File: src/rtl/disp_pkg.sv
// Shared encodings and helpers for the 4-digit multiplexed display scanner.
package disp_pkg;

  typedef enum logic [1:0] {
    ST_IDLE  = 2'd0,
    ST_DRIVE = 2'd1,
    ST_BLANK = 2'd2
  } state_t;

  localparam logic [3:0] AN_OFF = 4'b1111;
  localparam int         DIGITS = 4;

  // Active-low one-hot anode pattern for a digit index.
  function automatic logic [3:0] an_for(input logic [1:0] s);
    an_for = ~(4'b0001 << s);
  endfunction

endpackage

File: src/rtl/disp_src_arb.sv
// Display ownership arbiter: source B requests, is granted at a frame end,
// and keeps the display for at least HOLD_FRAMES frames.
module disp_src_arb #(
  parameter int HOLD_FRAMES = 8
) (
  input  logic CLK,
  input  logic RST,
  input  logic frame_tick,
  input  logic req_b,
  output logic gnt_b
);

  localparam int HW = $clog2(HOLD_FRAMES + 1);
  localparam logic [HW-1:0] HOLD_MAX = HW'(HOLD_FRAMES);

  logic          gnt_reg, gnt_next;
  logic [HW-1:0] hold_reg, hold_next;

  always_ff @(posedge CLK) begin
    if (RST) begin
      gnt_reg  <= 1'b0;
      hold_reg <= '0;
    end else begin
      gnt_reg  <= gnt_next;
      hold_reg <= hold_next;
    end
  end

  always_comb begin
    gnt_next  = gnt_reg;
    hold_next = hold_reg;
    if (frame_tick) begin
      if (!gnt_reg) begin
        if (req_b) begin
          gnt_next  = 1'b1;
          hold_next = '0;
        end
      end else if (!req_b && (hold_reg == HOLD_MAX)) begin
        gnt_next = 1'b0;
      end else if (hold_reg != HOLD_MAX) begin
        hold_next = hold_reg + 1'b1;
      end
    end
  end

  assign gnt_b = gnt_reg;

endmodule

File: src/rtl/disp_scan_ctrl.sv
// 4-digit 7-segment scan controller: dwell/blank sequencing, per-frame digit
// snapshot, leading-zero blanking for source A and A/B ownership arbitration.
module disp_scan_ctrl
  import disp_pkg::*;
#(
  parameter int DWELL       = 4096,
  parameter int BLANK_CYC   = 64,
  parameter int HOLD_FRAMES = 8
) (
  input  logic        CLK,
  input  logic        RST,
  input  logic        en,
  input  logic        lzb_en,
  input  logic [15:0] dig_a,
  input  logic [15:0] dig_b,
  input  logic        req_b,
  output logic        gnt_b,
  output logic [3:0]  an,
  output logic [3:0]  digit_val,
  output logic        blank,
  output logic [1:0]  sel,
  output logic        frame_tick
);

  localparam int TMAX = (DWELL > BLANK_CYC) ? DWELL : BLANK_CYC;
  localparam int TW   = $clog2(TMAX + 1);
  localparam bit NO_BLANK = (BLANK_CYC == 0);
  localparam logic [TW-1:0] DWELL_LAST = TW'(DWELL - 1);
  localparam logic [TW-1:0] BLANK_LAST = TW'((BLANK_CYC > 0) ? BLANK_CYC - 1 : 0);

  state_t        state_reg, state_next;
  logic [1:0]    sel_reg, sel_next;
  logic [TW-1:0] timer_reg, timer_next;
  logic [15:0]   snap_reg, snap_next;
  logic          lzb_reg, lzb_next;
  logic          load;

  logic [3:0]    an_reg, an_next;
  logic [3:0]    digit_val_reg, digit_val_next;
  logic          blank_reg, blank_next;
  logic          tick_reg, tick_next;

  logic [DIGITS-1:0] nz;
  logic [DIGITS-1:0] lzb_mask;

  // State and all outputs are registered together so outputs track the state.
  always_ff @(posedge CLK) begin
    if (RST) begin
      state_reg     <= ST_IDLE;
      sel_reg       <= 2'd0;
      timer_reg     <= '0;
      snap_reg      <= 16'h0000;
      lzb_reg       <= 1'b0;
      an_reg        <= AN_OFF;
      digit_val_reg <= 4'd0;
      blank_reg     <= 1'b1;
      tick_reg      <= 1'b0;
    end else begin
      state_reg     <= state_next;
      sel_reg       <= sel_next;
      timer_reg     <= timer_next;
      snap_reg      <= snap_next;
      lzb_reg       <= lzb_next;
      an_reg        <= an_next;
      digit_val_reg <= digit_val_next;
      blank_reg     <= blank_next;
      tick_reg      <= tick_next;
    end
  end

  always_comb begin
    state_next = state_reg;
    sel_next   = sel_reg;
    timer_next = timer_reg;
    load       = 1'b0;
    if (!en) begin
      state_next = ST_IDLE;
      sel_next   = 2'd0;
      timer_next = '0;
    end else begin
      case (state_reg)
        ST_IDLE: begin
          state_next = ST_DRIVE;
          sel_next   = 2'd0;
          timer_next = '0;
          load       = 1'b1;
        end
        ST_DRIVE: begin
          if (timer_reg == DWELL_LAST) begin
            timer_next = '0;
            if (NO_BLANK) begin
              sel_next = sel_reg + 2'd1;
              load     = (sel_reg == 2'd3);
            end else begin
              state_next = ST_BLANK;
            end
          end else begin
            timer_next = timer_reg + 1'b1;
          end
        end
        ST_BLANK: begin
          if (timer_reg == BLANK_LAST) begin
            state_next = ST_DRIVE;
            sel_next   = sel_reg + 2'd1;
            timer_next = '0;
            load       = (sel_reg == 2'd3);
          end else begin
            timer_next = timer_reg + 1'b1;
          end
        end
        default: state_next = ST_IDLE;
      endcase
    end
  end

  // Snapshot the current owner at each digit-0 entry; gnt_b already reflects
  // the arbitration made on the preceding frame-end cycle.
  always_comb begin
    snap_next = snap_reg;
    lzb_next  = lzb_reg;
    if (load) begin
      snap_next = gnt_b ? dig_b : dig_a;
      lzb_next  = lzb_en & ~gnt_b;
    end
  end

  genvar gi;
  generate
    for (gi = 0; gi < DIGITS; gi++) begin : g_lzb
      assign nz[gi] = |snap_next[4*gi +: 4];
      if (gi == 0) begin : g_d0
        assign lzb_mask[gi] = 1'b0;
      end else begin : g_dn
        assign lzb_mask[gi] = lzb_next & ~(|nz[DIGITS-1:gi]);
      end
    end
  endgenerate

  always_comb begin
    an_next        = (state_next == ST_DRIVE) ? an_for(sel_next) : AN_OFF;
    digit_val_next = snap_next[{sel_next, 2'b00} +: 4];
    blank_next     = (state_next != ST_DRIVE) | lzb_mask[sel_next];
    tick_next      = (sel_next == 2'd3) &&
                     ((!NO_BLANK && state_next == ST_BLANK && timer_next == BLANK_LAST) ||
                      ( NO_BLANK && state_next == ST_DRIVE && timer_next == DWELL_LAST));
  end

  // The arbiter sees the tick one cycle early so gnt_b changes in step with frame_tick.
  disp_src_arb #(
    .HOLD_FRAMES(HOLD_FRAMES)
  ) u_arb (
    .CLK        (CLK),
    .RST        (RST),
    .frame_tick (tick_next),
    .req_b      (req_b),
    .gnt_b      (gnt_b)
  );

  assign an         = an_reg;
  assign digit_val  = digit_val_reg;
  assign blank      = blank_reg;
  assign sel        = sel_reg;
  assign frame_tick = tick_reg;

endmodule

File: config.mk
export PLATFORM = sky130hd
export DESIGN_NAME = disp_scan_ctrl
export DESIGN_NICKNAME = d
export VERILOG_FILES = /design/src/rtl/disp_pkg.sv /design/src/rtl/disp_src_arb.sv /design/src/rtl/disp_scan_ctrl.sv
export SDC_FILE = /design/constraint.sdc
export NUM_CORES = 1
export LEC_CHECK = 0
export CAP_MARGIN = 10
export CORE_ASPECT_RATIO = 1.1
export CORE_MARGIN = 4
export CORE_UTILIZATION = 56
export DETAILED_ROUTE_END_ITERATION = 10
export PLACE_DENSITY = 0.95
export SYNTH_ARGS = -nofsm -noshare
export SYNTH_HDL_FRONTEND = slang
export SYNTH_SLANG_ARGS = --single-unit
File: constraint.sdc
create_clock -name CLK -period 4.4 [get_ports CLK]
set_clock_uncertainty 0.2 [all_clocks]
set_input_delay 0.66 -clock CLK [delete_from_list [all_inputs] [get_ports CLK]]
set_output_delay 0.66 -clock CLK [all_outputs]
set_load 0.1 [all_outputs]
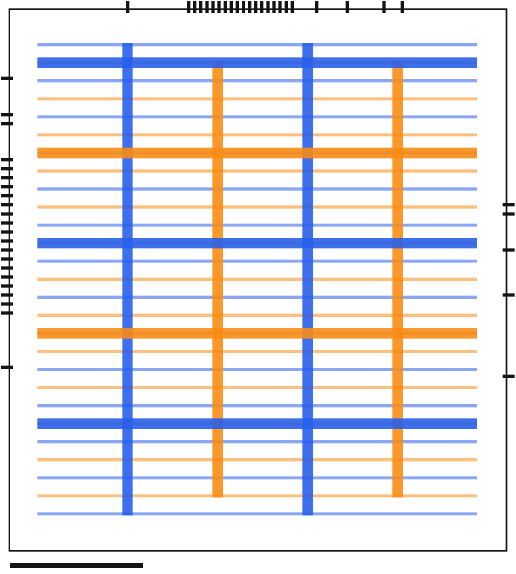
*Supply network, run 1*
The bar under the picture is 20 um long. Pins as bars on the die edge.
- VDD: orange
- VSS: blue
- signal pins: 50
- met5 straps: 5
- rows: 26
- met1 rails: 27
- met4 straps: 4
maximum vdd drop: 0.000214 V
Core Box Area: 4680 um2
chip width: 74.7 um

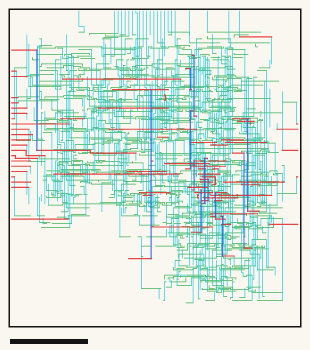
*Metal layers overlaid, run 1*
The bar under the picture is 20 um long.
- met1: green (wire length 2,790 um)
- met3: red (wire length 517 um)
- met4: blue (wire length 205 um)
- met2: cyan (wire length 3,410 um)

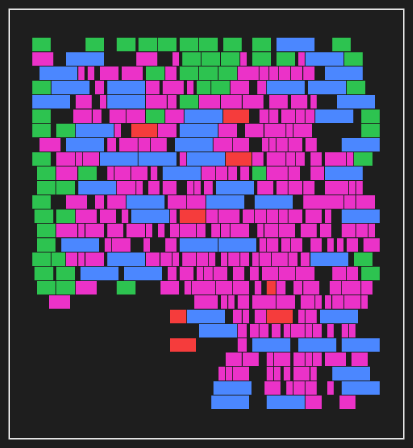
*Cell classes on the final placement, run 1*
- flip-flops: blue (cells 49; share of their area 30%)
- other buffers and delay cells: green (cells 52; share of their area 16%)
- clock drivers and dummy loads: red (cells 8; share of their area 2.9%)
- all other logic: magenta (cells 249; share of their area 52%)
row count: 26
final core utilization: 0.717
Seq area share: 0.292
post-route cell area: 3360 um2

==> results.yml, run 1 <==
# physical design summary
layout:
  buf_share: 0.153
  n_antenna_cell: 0
  clk_share: 0.0287
  largest_register_ff_count: 16
  n_all_buffers: 52
  nNetsFinal: 398
  syn_to_final_growth_pct: 22.5
  logic_area_um2: 1670
  comb_area_frac: 0.497
  n_clock_buffer: 6
grt:
  met1_usage: 0.279
  met2_usage: 0.404
  grt_overflow: 0
  grt_max_degree: 33
min_path:
  whs_endpoint: "lzb_reg"
  min_path_type: "flop to flop"
power_and_ir_drop:
  power_density_nw_per_um2: 260
  comb_power_share: 0.144
  pg_seq_uw: 465
worst_setup_path:
  r2r_setup_slack_ns: 0.99
  arrival_ns: 3.46
  ff2ff_path_depth: 7
  critPathTopFamily: "simple AND/OR/NAND/NOR gates"
  path_cells: "ha_1, nand4b_1, nor4_4, mux2i_1, or4_4, or3_1, a21oi_1"
  crit_path_end: "u_arb.hold_reg[3]"
  worstReg2RegEnd: "u_arb.hold_reg[3]"
  path_depth: 7
floorplan:
  io_pins: 50
  die_area_um2: 6080
  floorplan.core_util: 0.585
placed_design:
  portBuffers: 49
  finalWeightedCongestion: 0.915
synthesis:
  edf_count: 0
  synth_seq_share: 0.358
  avgSynthCellArea_um2: 8.73
  topCombFamilyByArea: "simple AND/OR/NAND/NOR gates"
  synth.area.mux_share: 0.162
  ys.flops: 49
  syn-instance-count: 314
clocking:
  postCtsHoldBufs: 0
  cts_max_path_buffers: 2
  cts_root_buf: "clkbuf_8"
  clkTransAtPathRegs_ns: 0.10
drt:
  vias_per_cell: 6.32
  wl_met1_um: 2790
timing:
  slew_headroom: 0.344
  hold_violations: 0
  slew_viol_final: 0
  holdWs_ns: 0.291
  period_used_share: 0.775
outcome:
  status: "finished clean"
### Routed clock nets over the placement, run 1

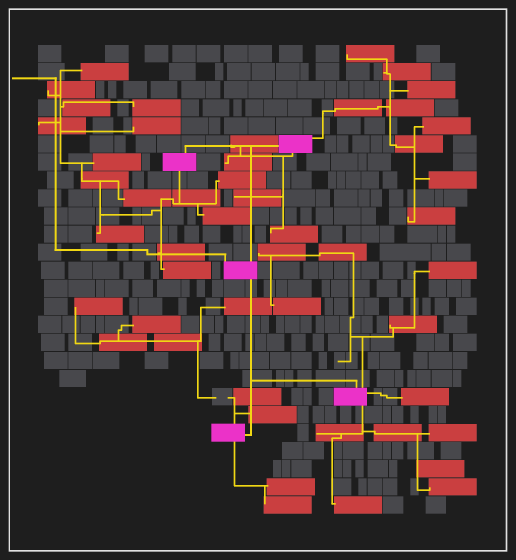

==> run 2: changes to the inputs <==
--- a/config.mk
+++ b/config.mk
@@ -8,9 +8,9 @@
 export CAP_MARGIN = 10
 export CORE_ASPECT_RATIO = 1.1
 export CORE_MARGIN = 4
-export CORE_UTILIZATION = 56
+export CORE_UTILIZATION = 52
 export DETAILED_ROUTE_END_ITERATION = 10
-export PLACE_DENSITY = 0.95
+export PLACE_DENSITY = 0.89
 export SYNTH_ARGS = -nofsm -noshare
 export SYNTH_HDL_FRONTEND = slang
 export SYNTH_SLANG_ARGS = --single-unit
==> constraint.sdc (replaced) <==
create_clock -name CLK -period 3.2 [get_ports CLK]
set_clock_uncertainty 0.2 [all_clocks]
set_input_delay 0.48 -clock CLK [delete_from_list [all_inputs] [get_ports CLK]]
set_output_delay 0.48 -clock CLK [all_outputs]
set_load 0.1 [all_outputs]
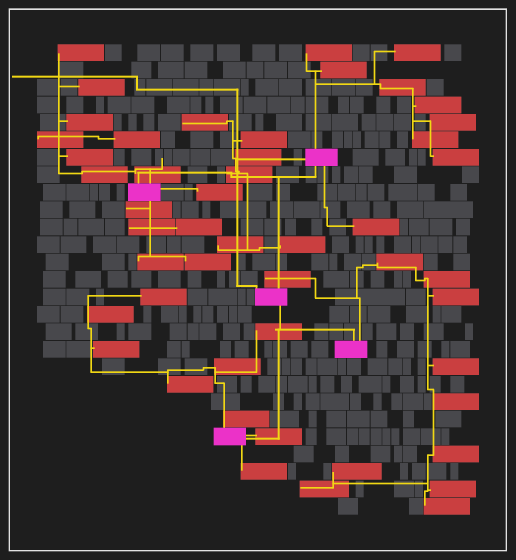
*Routed clock nets over the placement, run 2*
- clock wires: yellow (length 596 um)
- cells driving clock nets: magenta (count 5)
- flip-flops: red (count 49)
- flops lie: all over the die
Clock Power Share: 0.355
clock-net power: 449 uW

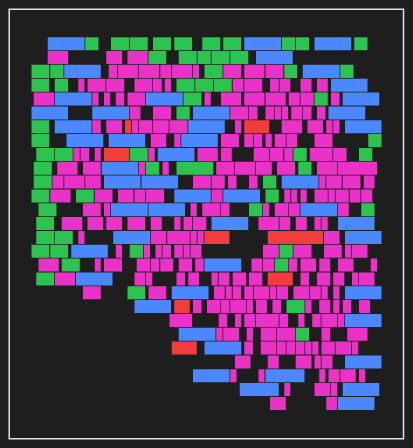
*Cell classes on the final placement, run 2*
- clock drivers and dummy loads: red (cells 8; share of their area 3.3%)
- other buffers and delay cells: green (cells 61; share of their area 17%)
- all other logic: magenta (cells 249; share of their area 51%)
- flip-flops: blue (cells 49; share of their area 29%)

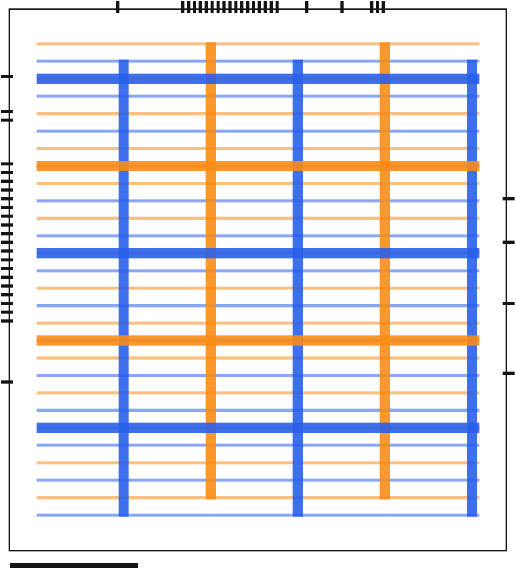
*Supply network, run 2*
The bar under the picture is 20 um long. Pins as bars on the die edge.
- VDD: orange
- VSS: blue
- met1 rails: 28
- met5 straps: 5
Core Box Area: 5070 um2
Die Ht: 84.2 um
maximum vdd drop: 0.000292 V
chip width: 77.2 um

==> run 2 against run 1 <==
Critical path depth unchanged; via count decreased by 2.6%; register-to-register slack got worse by 0.80 ns; clock-buffer cell count unchanged; die size increased by 6.9%; area after synthesis unchanged; cell area increased by 2.2%; combinational power increased by about 40%; global-route usage decreased by 1.9 points; power increased by 44%; largest power group unchanged.
==> results.yml, run 2 <==
# physical design summary
outcome:
  status: "finished clean"
worst_setup_path:
  crit_path_end: "u_arb.hold_reg[3]"
  critPathBufInv: 0
  path_depth: 7
  r2r_setup_slack_ns: 0.19
  arrival_ns: 3.05
  worstReg2RegEnd: "u_arb.hold_reg[3]"
  ff2ff_path_depth: 7
  critPathTopFamily: "simple AND/OR/NAND/NOR gates"
  crit_type: "flop to flop"
  path_cells: "ha_1, nand4b_1, nor4_1, mux2i_1, or4_4, or3_1, a21oi_1"
clocking:
  postCtsHoldBufs: 0
  clkTransAtPathRegs_ns: 0.10
  cts_root_buf: "clkbuf_8"
  cts_max_path_buffers: 2
  cts.sinks: 49
  cts_setup_buffers: 0
synthesis:
  topCombFamilyByArea: "simple AND/OR/NAND/NOR gates"
  synthAoiAreaFrac: 0.139
  ff_type: "dfxtp_1"
  syn-instance-count: 314
  synth.area.mux_share: 0.162
  synth-xor-area-share: 0.0383
  ys.flops: 49
  avgSynthCellArea_um2: 8.73
  yosysTopAreaCell: "dfxtp_1"
  synth_seq_share: 0.358
layout:
  final_core_util: 0.677
  logic_area_um2: 1670
  buf_share: 0.163
  layout.comb_gates.multi_input: 241
  comb_area_frac: 0.488
  syn_to_final_growth_pct: 25.1
  final_area_um2: 3430
  largest_register_ff_count: 16
  n_all_buffers: 61
  seq_area_frac: 0.287
  nNetsFinal: 407
  clk_share: 0.0325
  n_antenna_cell: 0
  n_clock_buffer: 6
min_path:
  hold_depth: 2
  min_path_type: "flop to flop"
  whs_endpoint: "lzb_reg"
grt:
  met1_usage: 0.269
  met2_usage: 0.366
  grt_max_degree: 32
  grt_overflow: 0
floorplan:
  io_pins: 50
  die_area_um2: 6500
  floorplan.core_util: 0.541
  rows: 27
timing:
  hold_violations: 0
  period_used_share: 0.940
  rsz0062_at_grt: "no"
  slew_viol_final: 0
  holdWs_ns: 0.291
drt:
  vias_per_cell: 6.00
  wl_met1_um: 2950
  routedWlPerCell_um: 16.0
placed_design:
  portBuffers: 49
  placed_area_um2: 3310
  finalWeightedCongestion: 0.886
power_and_ir_drop:
  p_leak_uw: 0.00122
  pg_seq_uw: 637
  comb_power_share: 0.141
  power_density_nw_per_um2: 368
### Metal layers overlaid, run 2

The bar under the picture is 20 um long.
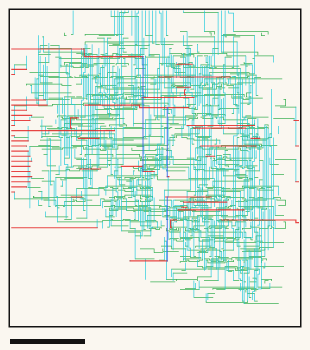

==> run 3: changes to the inputs <==
--- a/config.mk
+++ b/config.mk
@@ -5,12 +5,14 @@
 export SDC_FILE = /design/constraint.sdc
 export NUM_CORES = 1
 export LEC_CHECK = 0
+export ABC_CLOCK_PERIOD_IN_PS = 3200
 export CAP_MARGIN = 10
 export CORE_ASPECT_RATIO = 1.1
 export CORE_MARGIN = 4
 export CORE_UTILIZATION = 52
 export DETAILED_ROUTE_END_ITERATION = 10
-export PLACE_DENSITY = 0.89
+export PLACE_DENSITY = 0.87
+export RECOVER_POWER = 100
 export SYNTH_ARGS = -nofsm -noshare
 export SYNTH_HDL_FRONTEND = slang
 export SYNTH_SLANG_ARGS = --single-unit
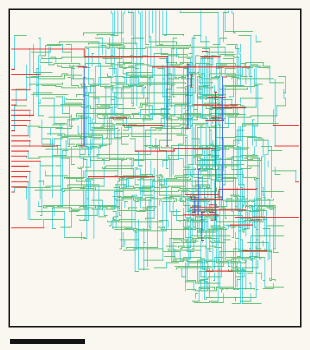
*Metal layers overlaid, run 3*
The bar under the picture is 20 um long.
- met2: cyan (wire length 3,270 um)
- met1: green (wire length 2,980 um)
- met4: blue (wire length 152 um)
- met3: red (wire length 398 um)
DR WL/cell: 16.0 um
via total after detailed routing: 2,524
final WL: 6800 um

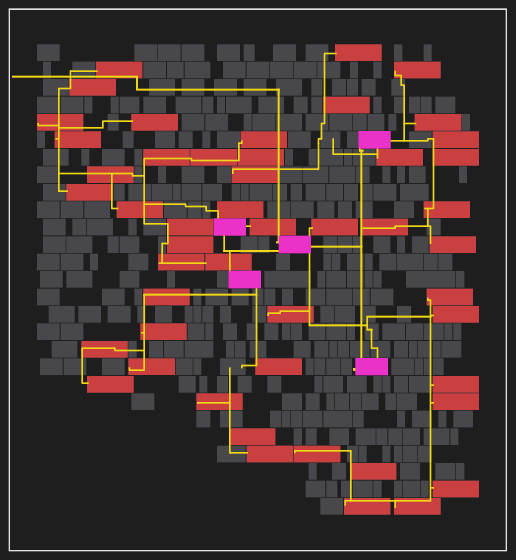
*Routed clock nets over the placement, run 3*
- cells driving clock nets: magenta (count 5)
- clock wires: yellow (length 570 um)
- flip-flops: red (count 49)
- flops lie: all over the die
- routed clock nets: 6

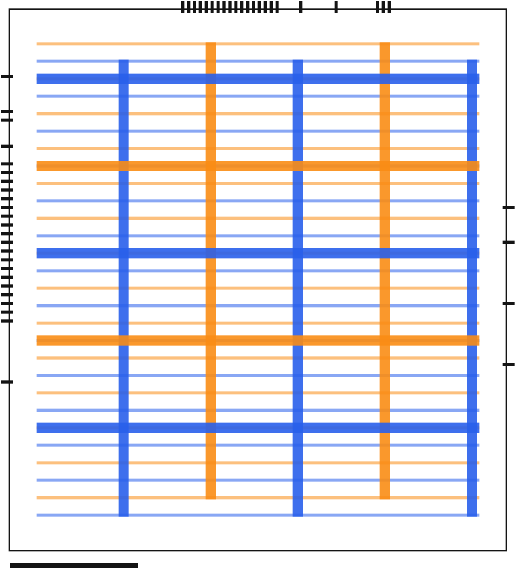
*Supply network, run 3*
The bar under the picture is 20 um long. Pins as bars on the die edge.
- VDD: orange
- VSS: blue
- rows: 27
- met1 rails: 28
- met5 straps: 5
- met4 straps: 5
- signal pins: 50
maximum vdd drop: 0.000219 V

==> run 3 against run 2 <==
Worst setup slack lost 0.011 ns; critical path depth grew 1; clock power shrank about 10%; fmax shrank 0.37%; largest power group unchanged.
==> results.yml, run 3 <==
# physical design summary
outcome:
  status: "finished clean"
clocking:
  clkTransAtPathRegs_ns: 0.10
  cts_max_path_buffers: 2
  postCtsHoldBufs: 0
  cts_setup_buffers: 0
  cts_root_buf: "clkbuf_8"
  cts.sinks: 49
layout:
  final_core_util: 0.660
  n_all_buffers: 60
  flops: 49
  n_antenna_cell: 0
  buf_share: 0.149
  seq_area_frac: 0.293
  n_clock_buffer: 5
  layout.comb_gates.multi_input: 241
  largest_register_ff_count: 16
  logic_area_um2: 1670
  final_area_um2: 3350
  clk_share: 0.0292
power_and_ir_drop:
  comb_power_share: 0.141
  clockPowerShare: 0.333
  pwr.group.clock_uw: 403
  power_density_nw_per_um2: 362
  pg_seq_uw: 636
  p_leak_uw: 0.00115
min_path:
  whs_endpoint: "u_arb.hold_reg[3]"
timing:
  slew_headroom: 0.212
  holdWs_ns: 0.313
  hold_violations: 0
  period_used_share: 0.943
  slew_viol_final: 0
  rsz0062_at_grt: "no"
worst_setup_path:
  crit_path_end: "blank"
  r2r_setup_slack_ns: 0.18
  path_cells: "ha_1, nand4b_1, nor4_4, mux2_1, a221o_1, nand3_1, o21ai_0, a311o_1"
  critPathTopFamily: "simple AND/OR/NAND/NOR gates"
  slowest_delay_ns: 0.47
  arrival_ns: 3.02
  ff2ff_path_depth: 8
  path_depth: 8
  critPathBufInv: 0
  cp_max_fo: 7
placed_design:
  placed_area_um2: 3300
  portBuffers: 49
  finalWeightedCongestion: 0.913
floorplan:
  io_pins: 50
  die_y_um: 84.2
  rows: 27
  die_area_um2: 6500
  die_x_um: 77.2
grt:
  grt_overflow: 0
  grt_max_degree: 32
  met1_usage: 0.268
  met2_usage: 0.365
drt:
  vias_per_cell: 5.95
  wl_met1_um: 2980
synthesis:
  top_cells_by_count: "49 x dfxtp_1, 43 x nor2_1, 24 x mux2i_1, 18 x mux2_2, 15 x nand2_1"
  yosysTopAreaCell: "dfxtp_1"
  ys.flops: 49
  synthAdderAreaFrac: 0.0183
  edf_count: 0
  synth.area.mux_share: 0.162
  avgSynthCellArea_um2: 8.73
  synth_seq_share: 0.358
  synthAoiAreaFrac: 0.139
No activity file was given, so power comes from the tool's default toggle rates.
